==> images/final_congestion.png <==
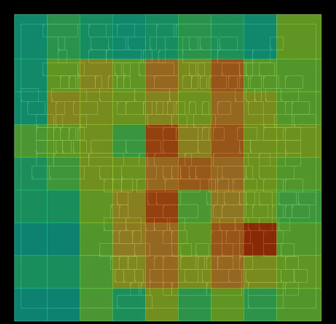
==> images/met3.png <==
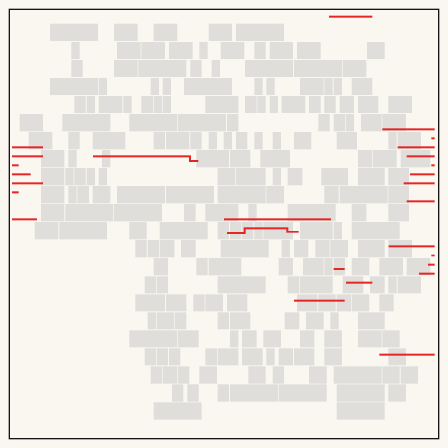
==> images/met1.png <==
The bar under the picture is 20 µm long. Supply wires on this layer in grey.
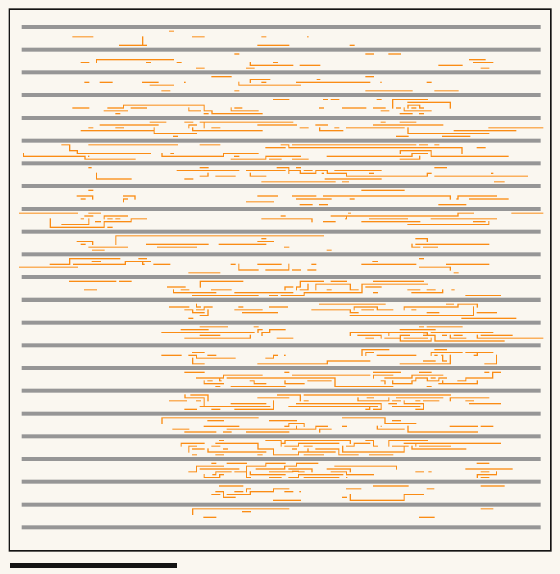
==> images/clock_map.png <==
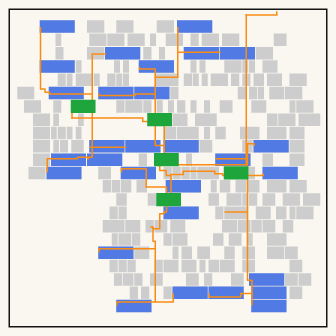
==> images/met2.png <==
The bar under the picture is 20 µm long.
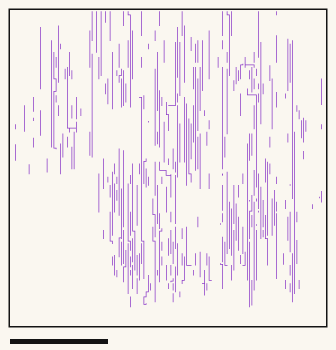
==> config.mk <==
export PLATFORM = sky130hd
export DESIGN_NAME = regfile_dump_engine_flat
export DESIGN_NICKNAME = d
export VERILOG_FILES = /design/src/rtl/regfile_dump_engine_if.sv /design/src/rtl/regfile_dump_engine.sv /design/src/flat_wrapper.sv
export SDC_FILE = /design/constraint.sdc
export NUM_CORES = 1
export LEC_CHECK = 0
export CAP_MARGIN = 20
export CORE_UTILIZATION = 36
export DETAILED_ROUTE_END_ITERATION = 16
export PLACE_DENSITY = 0.63
export SLEW_MARGIN = 30
export SYNTH_ARGS = -nofsm -noshare
export SYNTH_HDL_FRONTEND = slang
export SYNTH_SLANG_ARGS = --single-unit
export TNS_END_PERCENT = 1
==> constraint.sdc <==
create_clock -name clk -period 2.1 [get_ports clk]
set_input_delay 0.42 -clock clk [delete_from_list [all_inputs] [get_ports clk]]
set_output_delay 0.42 -clock clk [all_outputs]
set_load 0.01 [all_outputs]
==> impl_results.rst <==
Run summary
-----------

.. list-table::
   :header-rows: 1

   * - Metric
     - Value
   * - Run status
     - completed
   * - Dominant combinational family
     - simple AND/OR/NAND/NOR gates
   * - Post-layout nets
     - 237
   * - Final estimated routing congestion in global placement
     - 0.8022
   * - OpenROAD warning count
     - 28
   * - Final tally of hold violations
     - 0
   * - Mapped Cells
     - 171
   * - Async set-reset flop share out of synthesis
     - 0%
   * - Total power density per cell area
     - 607.7 nW/µm²
   * - Antenna cell count
     - 0
   * - Hold-fix buffer count after cts
     - 0
   * - Die outline area
     - 4171 µm²
   * - Detailed placer's ending HPWL
     - 2581 µm
   * - Adder-cell area share of the yosys netlist
     - 3.549%
   * - Yosys chip area
     - 1410 µm²
   * - Worst Path Arrival
     - 1.60 ns
   * - Post-Synth Simple-Gate Area
     - 27.86%
   * - Net count after synthesis
     - 192
   * - Max transition margin
     - 70.01%
   * - Share of the core filled with cells in the final layout
     - 52.83%
   * - Commonest non-fill, non-tap cells in the layout
     - clkdlybuf4s50_1, nand2_1, dfxtp_1
   * - Synth warnings
     - 0
   * - Most frequent logic cell in the layout
     - clkdlybuf4s50_1
   * - Min Clock Period, post-route
     - 2.018 ns
   * - Register clock-pin slew on the reported worst setup and hold paths
     - 0.06 ns
   * - Post-synth EDFFs
     - 0
   * - Yosys cell types
     - 40
   * - Leakage
     - 0.0007579 µW
   * - Post-synthesis share of cell area spent on and-or and or-and gates
     - 17.48%
   * - Slew at the pin with the worst max-slew slack
     - 0.4436 ns
   * - Die X-Extent
     - 64.59 µm
   * - Type of the setup path with the least slack
     - reg2out
   * - Non-filler cells in the finished layout
     - 265
   * - Total CTS buffers
     - 5
   * - Levels on crit path
     - 3
   * - Pre-Repair DR Iteration Count
     - 4
   * - Gr ovfl total
     - 0
   * - Global router's overall resource usage
     - 18.26%
   * - Residual DRC count
     - 0
   * - Deepest level of the CTS H-tree
     - 2
   * - Buffering stage count on the worst path with inverters included
     - 2
   * - Sink count of the clock tree
     - 29
   * - Nature of the critical path startpoint
     - flop
   * - Fin area
     - 1963 µm²
   * - Number of design-rule violations left by the first detailed-router iteration
     - 96
   * - Crit path max-delay family
     - buffers and inverters
   * - Maximum fanout along the worst path
     - 8
   * - Area fraction in mux cells
     - 2.396%
   * - Die boundary height
     - 64.59 µm
   * - Via count of the first global-routing pass
     - 1,304
   * - Core area
     - 3716 µm²
   * - Pin count of the biggest net entering global routing
     - 24
   * - Synth-to-layout area growth
     - 39.22%
   * - Crit path largest cell delay
     - 0.49 ns
   * - Slowest stage cell on the critical path
     - clkdlybuf4s50_1
   * - Worst Hold Slack
     - 0.4560 ns
   * - Floorplan Utilization
     - 37.95%
   * - Category of the worst setup path capture point
     - output pin
   * - Vias/cell
     - 5.204
   * - Flops out of synthesis
     - 29
   * - Clock Tree Root
     - clkbuf_8
   * - Final setup vio count
     - 0
   * - CTS tree
     - built
   * - Cell total in the yosys stat output
     - 171
   * - Global-route wire length before repair
     - 5871 µm
   * - Mean instance size in the synthesized netlist
     - 8.246 µm²
About final_congestion.png:
global-route met3 utilization: 4.225%
most congested layer reported by global routing: met2
wire per inst: 13.12 µm

About met3.png:
The layer holds 3.7% of the routed length. 25 nets have wire on it.
total wire length: 3476 µm
via count: 1,379

About met1.png:
The layer holds 46% of the routed length. The longest straight run is 24.8 µm. 215 nets have wire on it.
met1 capacity usage during global routing: 23.47%

About clock_map.png:
Key: cells driving clock nets = green [count 5]; clock wires = orange [length 374 µm]; flip-flops = blue [count 29]
There are 6 routed clock nets. Position of the flops: spread over the die.
Clock Power: 497 µW
worst clock skew: 0.002999 ns
relative contribution of the clock network to total power: 41.6%
Latency at later pin: 0.27 ns

About met2.png:
The longest straight run is 33.0 µm. 202 nets have wire on it.
GR met2 Demand/Resource: 29.87%

where the power goes:
| group | internal [µW] | total, µW | switching, µW |
|---|---|---|---|
| Combinational | 71.5 | 131 | 59.7 |
| Sequential | 560 | 565 | 4.95 |
| Clock | 296 | 497 | 201 |
| Total | 927 | 1190 | 266 |
stage by stage:
stage | setup slack [ns] | total power (µW)
after floorplan | 0.3289 | 635.3
after global placement | 0.09797 | 706.2
after detailed placement | -0.0002014 | 709.0
after CTS | -0.05849 | 1209
after global routing | 0.02110 | 1250
final | 0.08216 | 1193
layer usage:
layer	wire (µm)	GRT usage [%]	share of wire, %	vias to the layer above
met1	1611	23.47	46	647
met2	1704	29.87	49	32
met5	0	0	0	-
li1	-	-	-	698
met3	129	4.225	3.7	2
met4	30	6.111	0.86	0
worst register-to-register path: cells and delay by family, from the launching register on:
family	cells	cell delay [ns]
and+or+nand+nor	3	1.04
DFF	1	0.35
adders and majority gates	1	0.25
AOI/OAI and AO/OA	1	0.18
area by class of cell:
type                            instances  area, µm²
Inverter                                6      22.52
Sequential cell                        29      580.6
Timing Repair Buffer                   46      429.2
Multi-Input combinational cell        128      769.5
Fill cell                             378       1753
Clock buffer                            7      96.34
Tap cell                               48      60.06
Clock inverter                          1      5.005
cells in the mapped netlist, types with 4 or more instances:
master / instances / area (µm²)
nand2_1: 29 / 108.9
a21oi_1: 25 / 125.1
and2_1: 6 / 37.54
inv_1: 6 / 22.52
ha_1: 4 / 50.05
o21ai_0: 5 / 25.02
nor3_1: 6 / 30.03
clkbuf_1: 5 / 18.77
dfxtp_1: 29 / 580.6
nor2_1: 4 / 15.01
timing repair:
action                                  CTS  global route
pin swaps                                 0             0
endpoints found under the setup margin    4             1
resized                                   4             1
Power figures rest on the tool's default switching activity, not on a simulated workload.
